**src/rtl/ctrlwei_sched_if.sv**
```systemverilog
// Scheduler-side bundle: config/start, the DISWEI fetch handshake, per-PEC token handshake, status.
// Modport master is the scheduler; slave is whatever drives the inputs and observes the outputs.
interface ctrlwei_sched_if #(
    parameter int unsigned NUM_PEC = 48,
    parameter int unsigned ROUND_W = 8
);
    localparam int unsigned IdW = (NUM_PEC > 1) ? $clog2(NUM_PEC) : 1;

    logic               Start;
    logic               Reset;
    logic [NUM_PEC-1:0] CfgMask;
    logic [ROUND_W-1:0] CfgRounds;
    logic               DISWEI_RdyFIFO;
    logic               CTRLWEI_PlsFetch;
    logic [NUM_PEC-1:0] PECCTRLWEI_GetWei;
    logic [NUM_PEC-1:0] CTRLWEIPEC_RdyWei;
    logic               CTRLWEI_Done;
    logic               CTRLWEI_Busy;
    logic [IdW-1:0]     CTRLWEI_IdPec;
    logic [ROUND_W-1:0] CTRLWEI_Round;
    logic               CTRLWEI_Err;

    modport master (
        input  Start, Reset, CfgMask, CfgRounds, DISWEI_RdyFIFO, PECCTRLWEI_GetWei,
        output CTRLWEI_PlsFetch, CTRLWEIPEC_RdyWei, CTRLWEI_Done, CTRLWEI_Busy,
               CTRLWEI_IdPec, CTRLWEI_Round, CTRLWEI_Err
    );

    modport slave (
        output Start, Reset, CfgMask, CfgRounds, DISWEI_RdyFIFO, PECCTRLWEI_GetWei,
        input  CTRLWEI_PlsFetch, CTRLWEIPEC_RdyWei, CTRLWEI_Done, CTRLWEI_Busy,
               CTRLWEI_IdPec, CTRLWEI_Round, CTRLWEI_Err
    );
endinterface

```
**src/rtl/ctrlwei_sched.sv**
```systemverilog
// Weight-dispatch controller: hands one weight token at a time to enabled PECs, MSB to LSB,
// for a programmable number of sweeps. Define CTRLWEI_STALL_TMO_EN to add the stall watchdog.
module ctrlwei_sched #(
    parameter int unsigned NUM_PEC = 48,
    parameter int unsigned ROUND_W = 8,
    parameter int unsigned TMO_W   = 10
) (
    input logic             clk,
    input logic             rst_n,
    ctrlwei_sched_if.master bus
);
    localparam int unsigned IdW = (NUM_PEC > 1) ? $clog2(NUM_PEC) : 1;
    localparam logic [IdW-1:0]     IdTop   = IdW'(NUM_PEC - 1);
    localparam logic [NUM_PEC-1:0] OneHot0 = NUM_PEC'(1);

    if (TMO_W < 2) begin : g_tmo_w_check
        $error("TMO_W must be at least 2");
    end

    typedef enum logic [1:0] {StIdle, StWaitFifo, StWaitGet, StDone} state_e;

    state_e             state_q, state_d;
    logic [NUM_PEC-1:0] mask_q, mask_d;
    logic [ROUND_W-1:0] rounds_q, rounds_d;
    logic [ROUND_W-1:0] round_q, round_d;
    logic [IdW-1:0]     id_q, id_d;
    logic [NUM_PEC-1:0] rdy_q, rdy_d;
    logic               done_q, done_d;
    logic               fetch;

    logic [IdW-1:0] cfg_top, mask_top, mask_lower;
    logic           has_lower;

`ifdef CTRLWEI_STALL_TMO_EN
    localparam logic [TMO_W-1:0] TmoLast = {{(TMO_W - 1){1'b1}}, 1'b0};
    logic [TMO_W-1:0] tmo_q, tmo_d;
    logic             err_q, err_d;
`endif

    // Descending priority search; ascending loop so the highest qualifying index wins.
    always_comb begin
        cfg_top    = IdTop;
        mask_top   = IdTop;
        mask_lower = '0;
        has_lower  = 1'b0;
        for (int unsigned i = 0; i < NUM_PEC; i++) begin
            if (bus.CfgMask[i]) cfg_top = IdW'(i);
            if (mask_q[i]) mask_top = IdW'(i);
            if (mask_q[i] && (IdW'(i) < id_q)) begin
                mask_lower = IdW'(i);
                has_lower  = 1'b1;
            end
        end
    end

    always_comb begin
        state_d  = state_q;
        mask_d   = mask_q;
        rounds_d = rounds_q;
        round_d  = round_q;
        id_d     = id_q;
        rdy_d    = rdy_q;
        done_d   = 1'b0;
        fetch    = 1'b0;
`ifdef CTRLWEI_STALL_TMO_EN
        tmo_d    = tmo_q;
        err_d    = err_q;
`endif
        if (bus.Reset) begin
            state_d = StIdle;
            rdy_d   = '0;
            id_d    = IdTop;
            round_d = '0;
`ifdef CTRLWEI_STALL_TMO_EN
            tmo_d   = '0;
            err_d   = 1'b0;
`endif
        end else begin
            case (state_q)
                StIdle: begin
                    if (bus.Start) begin
                        mask_d   = bus.CfgMask;
                        rounds_d = bus.CfgRounds;
                        round_d  = '0;
                        id_d     = cfg_top;
                        state_d  = (bus.CfgMask == '0) ? StDone : StWaitFifo;
                    end
                end
                StWaitFifo: begin
                    if (bus.DISWEI_RdyFIFO) begin
                        fetch   = 1'b1;
                        rdy_d   = OneHot0 << id_q;
                        state_d = StWaitGet;
`ifdef CTRLWEI_STALL_TMO_EN
                        tmo_d   = '0;
`endif
                    end
                end
                StWaitGet: begin
                    if (bus.PECCTRLWEI_GetWei[id_q]) begin
                        rdy_d = '0;
                        if (has_lower) begin
                            id_d    = mask_lower;
                            state_d = StWaitFifo;
                        end else if (round_q == rounds_q) begin
                            // Last sweep finished: index and round keep their final values.
                            state_d = StDone;
                        end else begin
                            id_d    = mask_top;
                            round_d = round_q + ROUND_W'(1);
                            state_d = StWaitFifo;
                        end
                    end
`ifdef CTRLWEI_STALL_TMO_EN
                    else if (tmo_q == TmoLast) begin
                        err_d   = 1'b1;
                        rdy_d   = '0;
                        state_d = StIdle;
                    end else begin
                        tmo_d = tmo_q + TMO_W'(1);
                    end
`endif
                end
                StDone: begin
                    done_d  = 1'b1;
                    state_d = StIdle;
                end
                default: state_d = StIdle;
            endcase
        end
    end

    always_ff @(posedge clk or negedge rst_n) begin
        if (!rst_n) begin
            state_q  <= StIdle;
            mask_q   <= '0;
            rounds_q <= '0;
            round_q  <= '0;
            id_q     <= IdTop;
            rdy_q    <= '0;
            done_q   <= 1'b0;
`ifdef CTRLWEI_STALL_TMO_EN
            tmo_q    <= '0;
            err_q    <= 1'b0;
`endif
        end else begin
            state_q  <= state_d;
            mask_q   <= mask_d;
            rounds_q <= rounds_d;
            round_q  <= round_d;
            id_q     <= id_d;
            rdy_q    <= rdy_d;
            done_q   <= done_d;
`ifdef CTRLWEI_STALL_TMO_EN
            tmo_q    <= tmo_d;
            err_q    <= err_d;
`endif
        end
    end

    assign bus.CTRLWEI_PlsFetch  = fetch;
    assign bus.CTRLWEIPEC_RdyWei = rdy_q;
    assign bus.CTRLWEI_Done      = done_q;
    assign bus.CTRLWEI_Busy      = (state_q != StIdle);
    assign bus.CTRLWEI_IdPec     = id_q;
    assign bus.CTRLWEI_Round     = round_q;
`ifdef CTRLWEI_STALL_TMO_EN
    assign bus.CTRLWEI_Err       = err_q;
`else
    assign bus.CTRLWEI_Err       = 1'b0;
`endif
endmodule

```
**src/flat_wrapper.sv**
```systemverilog
// flat-port wrapper written by rule: the top's interface ports become plain ports
module ctrlwei_sched_flat 
#(
    parameter int unsigned NUM_PEC = 48,
    parameter int unsigned ROUND_W = 8,
    parameter int unsigned TMO_W   = 10
)
  (clk, rst_n, bus_Start, bus_Reset, bus_CfgMask, bus_CfgRounds, bus_DISWEI_RdyFIFO, bus_PECCTRLWEI_GetWei, bus_CTRLWEI_PlsFetch, bus_CTRLWEIPEC_RdyWei, bus_CTRLWEI_Done, bus_CTRLWEI_Busy, bus_CTRLWEI_IdPec, bus_CTRLWEI_Round, bus_CTRLWEI_Err);
  ctrlwei_sched_if #(.NUM_PEC(NUM_PEC), .ROUND_W(ROUND_W)) bus_i ();
  input logic clk;
  input logic rst_n;
  input wire logic [$bits(bus_i.Start)-1:0] bus_Start;
  input wire logic [$bits(bus_i.Reset)-1:0] bus_Reset;
  input wire logic [$bits(bus_i.CfgMask)-1:0] bus_CfgMask;
  input wire logic [$bits(bus_i.CfgRounds)-1:0] bus_CfgRounds;
  input wire logic [$bits(bus_i.DISWEI_RdyFIFO)-1:0] bus_DISWEI_RdyFIFO;
  input wire logic [$bits(bus_i.PECCTRLWEI_GetWei)-1:0] bus_PECCTRLWEI_GetWei;
  output wire logic [$bits(bus_i.CTRLWEI_PlsFetch)-1:0] bus_CTRLWEI_PlsFetch;
  output wire logic [$bits(bus_i.CTRLWEIPEC_RdyWei)-1:0] bus_CTRLWEIPEC_RdyWei;
  output wire logic [$bits(bus_i.CTRLWEI_Done)-1:0] bus_CTRLWEI_Done;
  output wire logic [$bits(bus_i.CTRLWEI_Busy)-1:0] bus_CTRLWEI_Busy;
  output wire logic [$bits(bus_i.CTRLWEI_IdPec)-1:0] bus_CTRLWEI_IdPec;
  output wire logic [$bits(bus_i.CTRLWEI_Round)-1:0] bus_CTRLWEI_Round;
  output wire logic [$bits(bus_i.CTRLWEI_Err)-1:0] bus_CTRLWEI_Err;
  assign bus_i.Start = bus_Start;
  assign bus_i.Reset = bus_Reset;
  assign bus_i.CfgMask = bus_CfgMask;
  assign bus_i.CfgRounds = bus_CfgRounds;
  assign bus_i.DISWEI_RdyFIFO = bus_DISWEI_RdyFIFO;
  assign bus_i.PECCTRLWEI_GetWei = bus_PECCTRLWEI_GetWei;
  assign bus_CTRLWEI_PlsFetch = bus_i.CTRLWEI_PlsFetch;
  assign bus_CTRLWEIPEC_RdyWei = bus_i.CTRLWEIPEC_RdyWei;
  assign bus_CTRLWEI_Done = bus_i.CTRLWEI_Done;
  assign bus_CTRLWEI_Busy = bus_i.CTRLWEI_Busy;
  assign bus_CTRLWEI_IdPec = bus_i.CTRLWEI_IdPec;
  assign bus_CTRLWEI_Round = bus_i.CTRLWEI_Round;
  assign bus_CTRLWEI_Err = bus_i.CTRLWEI_Err;
  ctrlwei_sched #(.NUM_PEC(NUM_PEC), .ROUND_W(ROUND_W), .TMO_W(TMO_W)) u_core (.clk(clk), .rst_n(rst_n), .bus(bus_i));
endmodule
```
**config.mk**
```make
export PLATFORM = sky130hd
export DESIGN_NAME = ctrlwei_sched_flat
export DESIGN_NICKNAME = d
export VERILOG_FILES = /design/src/rtl/ctrlwei_sched_if.sv /design/src/rtl/ctrlwei_sched.sv /design/src/flat_wrapper.sv
export SDC_FILE = /design/constraint.sdc
export NUM_CORES = 1
export LEC_CHECK = 0
export CAP_MARGIN = 0
export CORE_UTILIZATION = 38
export DETAILED_ROUTE_END_ITERATION = 10
export GPL_TIMING_DRIVEN = 1
export PLACE_DENSITY = 0.72
export SLEW_MARGIN = 20
export SYNTH_ARGS = -nofsm -noshare
export SYNTH_HDL_FRONTEND = slang
export SYNTH_SLANG_ARGS = --single-unit
```
**constraint.sdc**
```tcl
create_clock -name clk -period 2.8 [get_ports clk]
set_input_delay 0.7 -clock clk [delete_from_list [all_inputs] [get_ports clk]]
set_output_delay 0.7 -clock clk [all_outputs]
set_load 0.005 [all_outputs]
```
### Track usage over the die

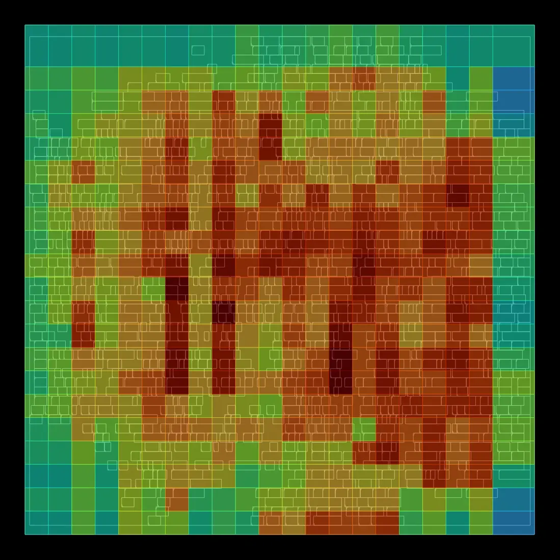
total global-route track usage: 28.5%
core occupancy in the finished layout: 63.6%
global routing usage on met2: 44.8%
met1 usage: 38.3%
busiest layer in global routing: met2

### Gate families picked out

Scale: 3 px per um.
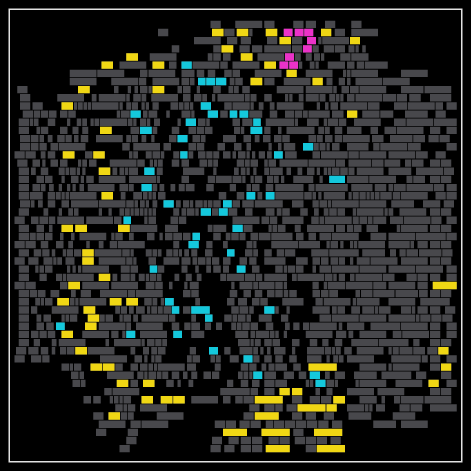
- xor and xnor cells: magenta (cells 8; most used xnor2_1)
- mux cells: yellow (cells 64; most used mux2_2)
- non-inverting ao/oa cells: cyan (cells 46; most used o211a_1)

==> flow_metrics.py <==
# Synthesis and PnR figures
metrics = {
    "outcome": {
        "result_of_the_run": "finished, violations left",
        "failing_checks": "negative setup slack",
    },
    "yosys": {
        "synth.area.mux_share_pct": 10.2,
        "synthesis.area_per_instance_sq_um": 8.83,
        "most_instantiated_flip_flop_cell_in_the_synthesis_netlist": "dfrtp_1",
        "most_used_standard_cells_in_the_synthesized_netlist": "nand2_1 (128), dfrtp_1 (116), o21ai_0 (66)",
        "synth-area-yosys_sq_um": 8360,
        "synth_dominant_cell_count": "nand2_1",
        "yosys.area.top_type": "dfrtp_1",
        "synth-warning-count": 0,
        "synth_adder_area_share_pct": 0.150,
        "ys_top_logic_family": "AND-OR/OR-AND gates",
    },
    "pwr": {
        "clockNetworkPower_uw": 2150,
        "combPwrFrac_pct": 39.3,
        "comb_cell_power_uw": 2850,
        "swShare_pct": 36.4,
    },
    "worst_setup_path": {
        "crit_path_max_fanout": 15,
        "reg2reg_to": "u_core.bus.CTRLWEIPEC_RdyWei[18]$_DFFE_PN0P_",
        "cp_data_required_time_ns": 3.10,
        "critical_path_class": "reg2reg",
        "critPathArrivalTime_ns": 3.34,
        "cpLargestDelayFamily": "AND-OR/OR-AND gates",
    },
    "floorplan": {
        "io-pin-count": 175,
        "std_cell_rows": 53,
    },
    "route": {
        "post_drt_via_cell_ratio": 5.96,
        "wl_met2_mm": 16.0,
        "drt-met1-wl_mm": 13.9,
    },
    "finish": {
        "post_route_cells_drive_above_1_share_pct": 33.9,
        "final-comb-area_sq_um": 5630,
        "num_antenna_cells": 0,
        "largest_cell_class": "logic gates",
    },
    "run": {
        "number_of_warnings_in_the_stage_logs": 30,
        "maxCapViolCount": 0,
    },
    "sta": {
        "fin_crit_sh_pct": 108,
        "worst_slack_ns": -0.234,
        "finalSetupViolCount": 62,
    },
    "placement": {
        "finalWeightedCongestion": 0.984,
        "numPortBuffers": 173,
    },
    "global_route": {
        "first_global_vias": 8938,
        "grt_use_met3_pct": 4.18,
    },
}
### Zoomed window

Window x 60 to 90, y 90 to 120 um. Cells in gray, sequential cells in the stronger gray; small squares are vias.
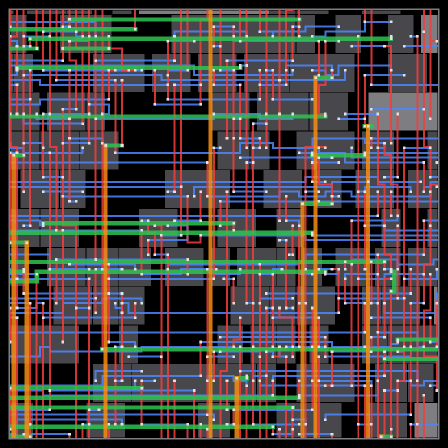
- metal 4: orange
- metal 2: red
- metal 1: blue
- metal 3: green
- netlist names of flops here include: u_core.bus.CTRLWEI_IdPec (1)
- cells with their middle in the window: 85
- sequential cells in the window: 1
- most frequent: buf_4 (23), nand2_1 (10), a21oi_1 (8)

Power is estimated from default activity; no workload was simulated.
